[config.mk]
export PLATFORM = sky130hd
export DESIGN_NAME = parity_frame_ctrl
export DESIGN_NICKNAME = d
export VERILOG_FILES = /design/src/rtl/parity_frame_ctrl.sv
export SDC_FILE = /design/constraint.sdc
export NUM_CORES = 1
export LEC_CHECK = 0
export ABC_AREA = 1
export CAP_MARGIN = 30
export CORE_MARGIN = 1.5
export CORE_UTILIZATION = 33
export DETAILED_ROUTE_END_ITERATION = 8
export GPL_TIMING_DRIVEN = 0
export PLACE_DENSITY = 0.64
export SLEW_MARGIN = 0
export SYNTH_ARGS = -nofsm -noshare
export SYNTH_HDL_FRONTEND = slang
export SYNTH_SLANG_ARGS = --single-unit
[constraint.sdc]
create_clock -name clk -period 1.3 [get_ports clk]
set_input_delay 0.325 -clock clk [delete_from_list [all_inputs] [get_ports clk]]
set_output_delay 0.325 -clock clk [all_outputs]
set_load 0.02 [all_outputs]
[src/rtl/parity_frame_ctrl.sv]
// Serial parity frame receiver: five data bits MSB-first followed by one parity bit.
// The result is held until the consumer acknowledges it. A frame is aborted if the
// gap between two bits grows too long.
module parity_frame_ctrl #(
  parameter bit          PARITY_ODD = 1'b0,
  parameter int unsigned TIMEOUT    = 15
) (
  input  logic       clk,
  input  logic       rst_n,
  input  logic       start,
  input  logic       bit_in,
  input  logic       bit_valid,
  input  logic       out_ready,
  output logic       busy,
  output logic       out_valid,
  output logic [4:0] word,
  output logic       par_err,
  output logic       timeout,
  output logic [3:0] err_count
);

  localparam logic [7:0] TimeoutLim = 8'(TIMEOUT);

  typedef enum logic [1:0] {StIdle, StRecv, StDone} state_e;

  state_e     state_q, state_d;
  logic [4:0] word_q, word_d;
  logic [2:0] bit_cnt_q, bit_cnt_d;
  logic [7:0] idle_cnt_q, idle_cnt_d;
  logic       par_acc_q, par_acc_d;
  logic       par_err_q, par_err_d;
  logic       busy_q, busy_d;
  logic       out_valid_q, out_valid_d;
  logic       timeout_q, timeout_d;
  logic [3:0] err_cnt_q, err_cnt_d;
  logic       parity_bad;

  // Mismatch between the completed six-bit XOR and the selected parity sense.
  always_comb begin
    parity_bad = (par_acc_q ^ bit_in) != PARITY_ODD;
  end

  // Next-state logic; busy and out_valid are derived from the next state so that
  // they come straight out of flops.
  always_comb begin
    state_d    = state_q;
    word_d     = word_q;
    bit_cnt_d  = bit_cnt_q;
    idle_cnt_d = idle_cnt_q;
    par_acc_d  = par_acc_q;
    par_err_d  = par_err_q;
    err_cnt_d  = err_cnt_q;
    timeout_d  = 1'b0;

    unique case (state_q)
      StIdle: begin
        // bit_valid is deliberately ignored here, even alongside start.
        if (start) begin
          state_d    = StRecv;
          word_d     = '0;
          bit_cnt_d  = '0;
          idle_cnt_d = '0;
          par_acc_d  = 1'b0;
        end
      end
      StRecv: begin
        if (start) begin
          // Restart: drop the partial frame and this cycle's bit.
          word_d     = '0;
          bit_cnt_d  = '0;
          idle_cnt_d = '0;
          par_acc_d  = 1'b0;
        end else if (bit_valid) begin
          idle_cnt_d = '0;
          if (bit_cnt_q == 3'd5) begin
            state_d   = StDone;
            par_err_d = parity_bad;
            if (parity_bad && (err_cnt_q != 4'hf)) begin
              err_cnt_d = err_cnt_q + 4'd1;
            end
          end else begin
            word_d    = {word_q[3:0], bit_in};
            par_acc_d = par_acc_q ^ bit_in;
            bit_cnt_d = bit_cnt_q + 3'd1;
          end
        end else if (idle_cnt_q + 8'd1 == TimeoutLim) begin
          state_d    = StIdle;
          timeout_d  = 1'b1;
          idle_cnt_d = '0;
        end else begin
          idle_cnt_d = idle_cnt_q + 8'd1;
        end
      end
      StDone: begin
        if (out_ready) begin
          state_d   = StIdle;
          par_err_d = 1'b0;
        end
      end
      default: state_d = StIdle;
    endcase

    busy_d      = (state_d == StRecv);
    out_valid_d = (state_d == StDone);
  end

  // State and output registers.
  always_ff @(posedge clk or negedge rst_n) begin
    if (!rst_n) begin
      state_q     <= StIdle;
      word_q      <= '0;
      bit_cnt_q   <= '0;
      idle_cnt_q  <= '0;
      par_acc_q   <= 1'b0;
      par_err_q   <= 1'b0;
      busy_q      <= 1'b0;
      out_valid_q <= 1'b0;
      timeout_q   <= 1'b0;
      err_cnt_q   <= '0;
    end else begin
      state_q     <= state_d;
      word_q      <= word_d;
      bit_cnt_q   <= bit_cnt_d;
      idle_cnt_q  <= idle_cnt_d;
      par_acc_q   <= par_acc_d;
      par_err_q   <= par_err_d;
      busy_q      <= busy_d;
      out_valid_q <= out_valid_d;
      timeout_q   <= timeout_d;
      err_cnt_q   <= err_cnt_d;
    end
  end

  assign busy      = busy_q;
  assign out_valid = out_valid_q;
  assign word      = word_q;
  assign par_err   = par_err_q;
  assign timeout   = timeout_q;
  assign err_count = err_cnt_q;

endmodule

Figure 1. Cell density map (run 1).
(6 px per µm) The die is cut into 7 by 7 equal tiles; white is low, dark blue is high, 0 to 100% covered.
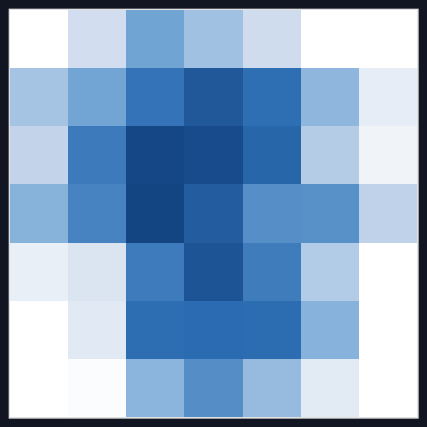
tiles over 75% full	20%
fullest tile	92%
densest ninth of the die	middle

Figure 2. Met1 routing (run 1).
(4 px per µm) Supply wires on this layer in gray.
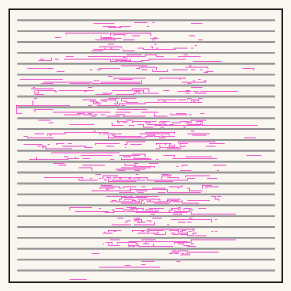
main direction	horizontal
longest straight run	17.0 µm
nets with wire on the layer	199
via count: 1239
total detailed-routing wirelength: 3210 µm
GR met1 Demand/Resource: 19.9%

Figure 3. Clock wiring as the flow saved it (run 1).
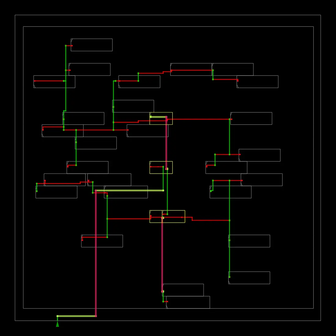
clock buf count: 3
total number of sequential cells: 27

Figure 4. Clock distribution (run 1).
(6 px per µm)
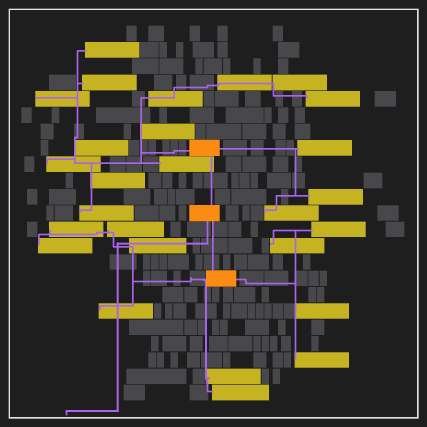
[purple] clock wires | length: 349 µm
[yellow] flip-flops | count: 27
[orange] clock-net drivers | count: 3
routed clock nets	4
clock network fraction of total power: 30.2%
Fin Clk Skew: 0.00295 ns
power dissipated in the clock network: 494 µW
clk latency late pin: 0.27 ns

==> run notes, run 1 <==
Implementation numbers.

- After detailed routing, the number of remaining DRC violations is 0.
- The proportion of power drawn by flip-flops and latches is a little over half.
- In the final report, the number of endpoints failing setup comes to 19.
- The top logic cell by instance count in the layout is sky130_fd_sc_hd__nand2_1.
- For this run the detailed placement stage logged an HPWL of just over 2000 µm.
- The area taken by flip-flops and latches is 679 µm².
- According to the floorplan report, the placeable core area is 0.00403 mm².
- The count of final hold-check violations is 0.
- For reference, the top logic cell family by area is simple AND/OR/NAND/NOR gates.
- CTS reports a maximum clock tree buffer depth of 2.
- Global routing used 21.7% of the available met2 tracks.
- Counting the warning lines in the Yosys log gives 0.
- Summed over all layers, the global routing overflow is 0.
- The slew check shows that the tightest pin keeps a relative margin of 60.9%.
- The OpenROAD report gives the critical path a data arrival time of 1.66 ns.
- According to the timing report, the data required time at the worst endpoint equals 1.47 ns.
- For this run, the post-layout net count is 222.
- Power attributed to combinational cells is 251 µW.
- Routability-driven placement finished with a final weighted congestion of 0.819.
- The synthesis report lists the most area-consuming cells as sky130_fd_sc_hd__dfrtp_1, sky130_fd_sc_hd__nand2_1, sky130_fd_sc_hd__inv_1, sky130_fd_sc_hd__o21ai_0, sky130_fd_sc_hd__ha_1.
- The peak ir drop on the vdd network is 0.478 mV.
- The count of instantiated cells in the yosys netlist is 168.
- Per the synthesis report, the simple-gate share of the synthesized area is 28.5%.
- The mapped netlist covers about 0.0014 mm².
- The number of standard-cell rows in the floorplan is 23.
- Entering global routing, the biggest net connects 18 pins.
- After layout, the worst path uses 114% of the clock period.
- Buffers inserted during clock tree synthesis total 3.
- The slowest stage cell on the critical path is sky130_fd_sc_hd__dfrtp_2.
- Total power normalized to cell area comes to 816 mW/mm².
- The share of layout cells above drive strength 1 is 41.9%.
- The cell count after synthesis came out at 168.
- The most common logic cells in the final layout are sky130_fd_sc_hd__nand2_1, sky130_fd_sc_hd__dfrtp_1, sky130_fd_sc_hd__inv_1.
- The stage-log warning count is 31.
- The wire length on met2 is around 1600 µm.
- The die is slightly below 70 µm tall.
- The transition time recorded at the tightest slew-check pin is 0.584 ns.
- The clock input transition at the sequential cells of the worst setup and hold paths is ~0.1 ns.
- The filler cell count in the final layout is about 400.
- In this run the biggest area consumer among cell types represents between 40% and 50% of the synthesized area.
- The biggest area consumer among synthesized cells is sky130_fd_sc_hd__dfrtp_1.
- STA classifies the critical path endpoint as a register.
- The least setup slack across all paths after layout is -0.188 ns.
- The run finished, with violations left.
- The met3 wire length is 90 µm.
- The checks that failed: setup timing.
- The script logs the ratio of routed vias to standard cells as ~4.8.
- The tree is rooted in a sky130_fd_sc_hd__clkbuf_8.
- The number of antenna diodes in the final layout is 0.
==> run 1: Yosys cell counts <==
master,number
sky130_fd_sc_hd__nor2_2,5
sky130_fd_sc_hd__xor2_1,3
sky130_fd_sc_hd__o21ai_1,1
sky130_fd_sc_hd__nand4_1,2
sky130_fd_sc_hd__nand2_1,49
sky130_fd_sc_hd__nor3_1,1
sky130_fd_sc_hd__nand3_1,11
sky130_fd_sc_hd__xnor2_1,1
sky130_fd_sc_hd__inv_1,23
sky130_fd_sc_hd__o32ai_1,1
sky130_fd_sc_hd__nor2_4,3
sky130_fd_sc_hd__nor2_1,8
sky130_fd_sc_hd__o22ai_1,5
sky130_fd_sc_hd__nand3_2,2
sky130_fd_sc_hd__inv_2,2
sky130_fd_sc_hd__ha_1,5
sky130_fd_sc_hd__a21oi_1,3
sky130_fd_sc_hd__dfrtp_1,27
sky130_fd_sc_hd__nand2_2,2
sky130_fd_sc_hd__nand2_4,1
sky130_fd_sc_hd__o21ai_0,13
==> run 1: flip-flops by register name (all words and copies together) (netlist names), 2 cells and up <==
name / cells
bit_cnt_q: 3
err_count: 4
idle_cnt_q: 8
state_q: 2
word: 5
==> run 1: area by class of cell <==
| cell class | count | share of cell area [%] |
|---|---|---|
| multi-input combinational | 116 | 39.6 |
| sequential | 27 | 33.9 |
| timing repair buffer | 38 | 16.1 |
| inverter | 25 | 4.81 |
| tap | 50 | 3.13 |
| clock buffer | 3 | 2.06 |
| clock inverter | 1 | 0.375 |
==> run 1: worst paths after layout <==
| path | from | endpoint | slack, ns | depth (start not counted) |
|---|---|---|---|---|
| min reg2reg | par_err$_DFFE_PN0P_ | par_err$_DFFE_PN0P_ | 0.50 | 2 |
| max in group asynchronous | rst_n | idle_cnt_q[0]$_DFFE_PN0P_ | 0.39 | 2 |
| max reg2reg | idle_cnt_q[0]$_DFFE_PN0P_ | state_q[0]$_DFF_PN0_ | -0.19 | 9 |
| max | idle_cnt_q[0]$_DFFE_PN0P_ | state_q[0]$_DFF_PN0_ | -0.19 | 9 |
| min | rst_n | out_valid$_DFF_PN0_ | 0.41 | 1 |
| min in group clk | par_err$_DFFE_PN0P_ | par_err$_DFFE_PN0P_ | 0.50 | 2 |
==> run 1: timing repair <==
action | CTS | global route
setup buffers | 17 | 2
pin swaps | 8 | 13
setup endpoints to repair | 37 | 34
endpoints found under the hold margin | 0 | 0
resized | 56 | 40
cloned | 0 | 0
==> run 1: stage by stage <==
| step | setup WS, ns | hold WS [ns] | util, % | cell area, µm² | std cells |
|---|---|---|---|---|---|
| after floorplan | -0.0622 | 0.0294 | - | 1410 | 168 |
| after global placement | -0.620 | 0.484 | 41.0 | 1650 | 236 |
| after detailed placement | -0.624 | 0.494 | 41.7 | 1680 | 237 |
| after CTS | -0.107 | 0.435 | 48.0 | 1930 | 258 |
| after global routing | -0.278 | 0.468 | 49.7 | 2000 | 260 |
| final | -0.188 | 0.414 | 49.7 | 2000 | 260 |
==> run 1: worst reg2reg max path: cells and delay by family, from the launching register on <==
family / cells / cell delay [ns]
flip-flops: 1 / 0.46
AND/OR/NAND/NOR: 8 / 0.74
adder cells (fa/ha/maj): 1 / 0.19
Figure 5. Signal wires on met3 (run 1).
(6 px per µm)
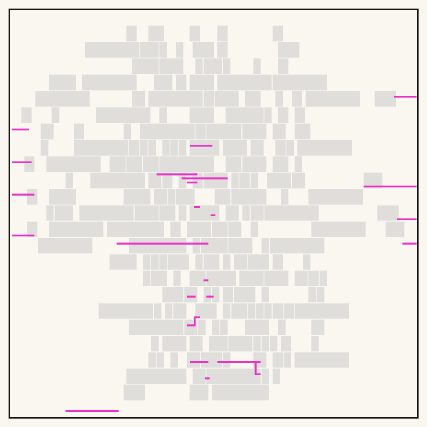

--- run 2 (diff from run 1) ---
CORE_UTILIZATION = 48   (was 33)
PLACE_DENSITY = 0.83   (was 0.64)
SLEW_MARGIN = 20   (was 0)
Figure 6. Signal wires on met3 (run 2).
(8 px per µm)
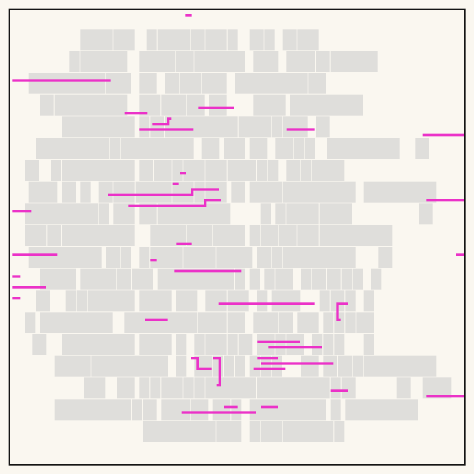
main direction	horizontal
wire length on this layer	161 µm
share of all routed wire	4.3%
nets with wire on the layer	30
via count: 1376
total detailed-routing wirelength: 3770 µm
met3 demand-to-capacity share in global routing: 5.07%

Figure 7. Cell density map (run 2).
(6 px per µm) The die is cut into 11 by 11 equal tiles; white is low, dark blue is high, 0 to 100% covered.
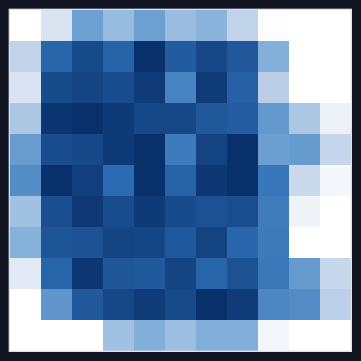
emptiest ninth of the die	top right
densest ninth of the die	middle
nearly empty tiles	14%
mean over tiles	60%
Core Box Area: 0.00276 mm²
Final Core Density: 71.4%
share of the core filled by cells before placement: 50.3%

Figure 8. Clock wiring as the flow saved it (run 2).
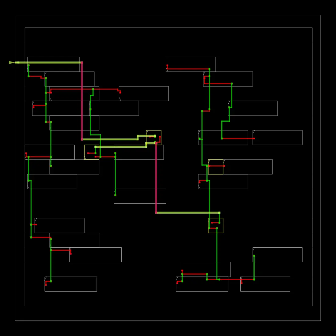
Fin Clk Skew: 0.00467 ns
clk latency late pin: 0.34 ns
total clock sinks: 27

==> run notes, run 2 <==
Implementation numbers.

- The flow ran to the end, but the final reports show violations.
- The checks that failed: setup timing.
- The register name with the most flops is idle_cnt_q.
- The synthesized cell area was 0.00139 mm² (unchanged).
- Yosys instantiated no cell more often than sky130_fd_sc_hd__nand2_1.
- The count of yosys warnings during synthesis is 0 (unchanged).
- The arrival time reported for the critical path endpoint came to 1.78 ns (+0.12 ns).
- The total congestion overflow is 0 (unchanged).
- The pin count of the biggest net entering global routing is 28 (+10).
- The max-cap check violation count is 0.
- The number of placed instances with taps included is 217 (-8.4%).
- The number of nets at floorplan is 179.
- The most critical setup path has its startpoint at idle_cnt_q[0]$_DFFE_PN0P_.
- The critical path required time is 1.54 ns (+0.07 ns).
- The number of buffers inserted during clock tree synthesis is 3 (unchanged).
- The stage-log warning count came to 31 (unchanged).
- The least setup slack across all paths after layout was -0.236 ns (-0.0483 ns).
- The final antenna diode count is 0 (unchanged).
- The clock root buffer master is sky130_fd_sc_hd__clkbuf_4.
- The worst-margin pin slew was 0.603 ns (+0.0183 ns).
- The share of layout cells above drive strength 1 came to 46.3% (+4.4 points).
- The fraction of the yosys area taken by sequential cells is roughly half.
- The post-route non-filler standard cell count is 245 (-5.8%).
- The critical path in this run is classified as reg -> reg.
- The area taken by flip-flops and latches is 682 µm² (+0.37%).
- The max-slew headroom at the worst pin is 59.8% (-1.1 points).
- The startpoint of the worst hold path is bit_valid.
- The DRC violation count after routing is 0 (unchanged).
- The worst setup path is captured at a register.
- The filler cell count in the final layout is 180 (-55%).
- The final layout net count came to 226 (+1.8%).
- The ratio of total power to cell area came to 778 mW/mm² (-4.7%).
- The final tally of setup violations is 22 (+3).
- The number of standard-cell rows in the floorplan is 19 (-17%).
- The clock tree from TritonCTS is done.
- The fraction of synthesized cell area taken by the top area cell type is 48.7% (unchanged).
- The post-route clock period utilization is 118% (+3.7 points).
- The number of vias per cell is 5.62 (+18%).
- The peak ir drop on the vdd network is 1.02 mV (+110%).
- Of all nets on the critical path, the largest fanout is 4.
- The number of optimization iterations in the first detailed-route pass is 4.
- Dividing the synthesized area by the synthesized cell count gives 8.26 µm².
- The maximum clock path buffer count is 2 (unchanged).
- The library cells used most frequently in the layout, excluding fill and tap cells, are sky130_fd_sc_hd__nand2_1, sky130_fd_sc_hd__dfrtp_1, sky130_fd_sc_hd__buf_4.
- Per the layout area report, the combinational gate area comes to roughly 800 µm².
- The number of top-level pins is 19.
- The synthesized netlist cell count is 168 (unchanged).
- The count of final hold-check violations came to 0 (unchanged).
- The worst slack on hold paths was 0.423 ns (+0.00929 ns).
- The path type of the worst min-delay path is in -> reg.
- The startpoint of the most critical register-to-register path is idle_cnt_q[0]$_DFFE_PN0P_.
- The upper clock frequency limit is ~0.65 GHz.
- The routability congestion estimate came to 0.873 (+6.5%).
- The overall die height was 56.8 µm (-16%).
- The most common flop cell mapped by yosys is sky130_fd_sc_hd__dfrtp_1.
- The first global-routing pass estimated 5640 µm of wire.
- The number of pins exceeding their max-slew limit in the final report is 0.
- The count of instantiated cells in the yosys netlist is 168 (unchanged).
- The estimated wirelength of the detail-placed design came to 2070 µm (+2.1%).
- The routed wire length per instance is ~15 µm.
- The count of nets left with antenna violations after detail routing is 0.
- The top logic cell by instance count in the layout is sky130_fd_sc_hd__nand2_1.
- The post-synth tally of flip-flops with integrated enable is 0 (unchanged).
- The biggest area consumer among synthesized cells is sky130_fd_sc_hd__dfrtp_1.
- By count the netlist is led by sky130_fd_sc_hd__nand2_1, sky130_fd_sc_hd__dfrtp_1, sky130_fd_sc_hd__inv_1, sky130_fd_sc_hd__o21ai_0, sky130_fd_sc_hd__nand3_1.
- The share of flip-flops with an asynchronous set or reset after synthesis is 100% (unchanged).
- The number of buffers inserted by port buffering is 18.
- STA classifies the critical path startpoint as a register.
- The flip-flop count of the largest register, all copies and words added was 8 (unchanged).
- The clock input transition at the sequential cells of the worst setup and hold paths was 0.15 ns (+0.05 ns).
- For reference, the top cells by area after synthesis are sky130_fd_sc_hd__dfrtp_1, sky130_fd_sc_hd__nand2_1, sky130_fd_sc_hd__inv_1, sky130_fd_sc_hd__o21ai_0, sky130_fd_sc_hd__ha_1.
-- run 2: worst max-delay path, stage by stage (launching register included) --
cell	delay, ns
sky130_fd_sc_hd__dfrtp_2	0.47
sky130_fd_sc_hd__ha_4	0.20
sky130_fd_sc_hd__nand2_2	0.07
sky130_fd_sc_hd__nand2_2	0.06
sky130_fd_sc_hd__nor2_1	0.09
sky130_fd_sc_hd__nand3_1	0.09
sky130_fd_sc_hd__nor2_2	0.14
sky130_fd_sc_hd__nand2_2	0.12
sky130_fd_sc_hd__nand2_1	0.12
sky130_fd_sc_hd__nand2_1	0.07
-- run 2: timing repair --
| action | 4_1_cts | 5_1_grt |
|---|---|---|
| cloned | 0 | 0 |
| pin swaps | 8 | 9 |
| resized | 75 | 39 |
| endpoints found under the hold margin | 27 | 0 |
| setup endpoints to repair | 36 | 28 |
| setup buffers | 19 | 4 |
| hold buffers | 1 | 0 |
-- run 2: worst paths after layout --
kind                            slack [ns]                        end  depth (start not counted)
worst max-delay path                 -0.24  idle_cnt_q[1]$_DFFE_PN0P_                          9
worst min-delay path                  0.42  idle_cnt_q[4]$_DFFE_PN0P_                          2
worst max register to register       -0.24  idle_cnt_q[1]$_DFFE_PN0P_                          9
worst min register to register        0.52        word[4]$_DFFE_PN0P_                          2
max in group asynchronous             0.37   err_count[0]$_DFFE_PN0P_                          2
min in group asynchronous             0.50  idle_cnt_q[5]$_DFFE_PN0P_                          2
-- run 2: logic make-up after synthesis --
| kind of cell | share of synthesized area [%] |
|---|---|
| simple gates | 28.5 |
| flops | 48.7 |
| compound gates | 9.02 |
| fa+ha+maj | 4.51 |
| xor+xnor | 2.53 |
| buf+inv | 6.76 |
-- run 2: metrics by stage --
stage / TNS [ns] / area [µm²] / setup WS (ns)
2_1_floorplan: -0.165 / 1410 / -0.0622
3_3_place_gp: -21.60 / 1630 / -0.552
3_5_place_dp: -10.23 / 1620 / -0.570
4_1_cts: -1.17 / 1840 / -0.164
5_1_grt: -4.37 / 1970 / -0.312
6_report: -2.78 / 1970 / -0.236
-- run 2: area by class of cell --
type,instances,area share (%)
multi-input combinational,116,41.3
sequential,27,34.6
timing repair buffer,42,15.8
inverter,25,4.76
tap,31,1.97
clock buffer,3,1.14
clock inverter,1,0.381
-- run 2: power by group --
group / internal (µW) / leakage [µW] / switching (µW)
registers: 865 / 0.000349 / 27.8
logic: 108 / 0.000584 / 148
clock network: 118 / 0.0000139 / 265
-- run 2: layer usage --
layer | part of all wire (%) | GRT usage [%] | routed length, µm | up-vias
li1 | - | - | - | 631
met4 | 3.7 | 9.30 | 139 | 0
met1 | 39 | 26.2 | 1480 | 679
met3 | 4.2 | 5.07 | 160 | 14
met2 | 53 | 38.7 | 1990 | 52
met5 | 0 | 0 | 0 | -
Power is estimated from default activity; no workload was simulated.
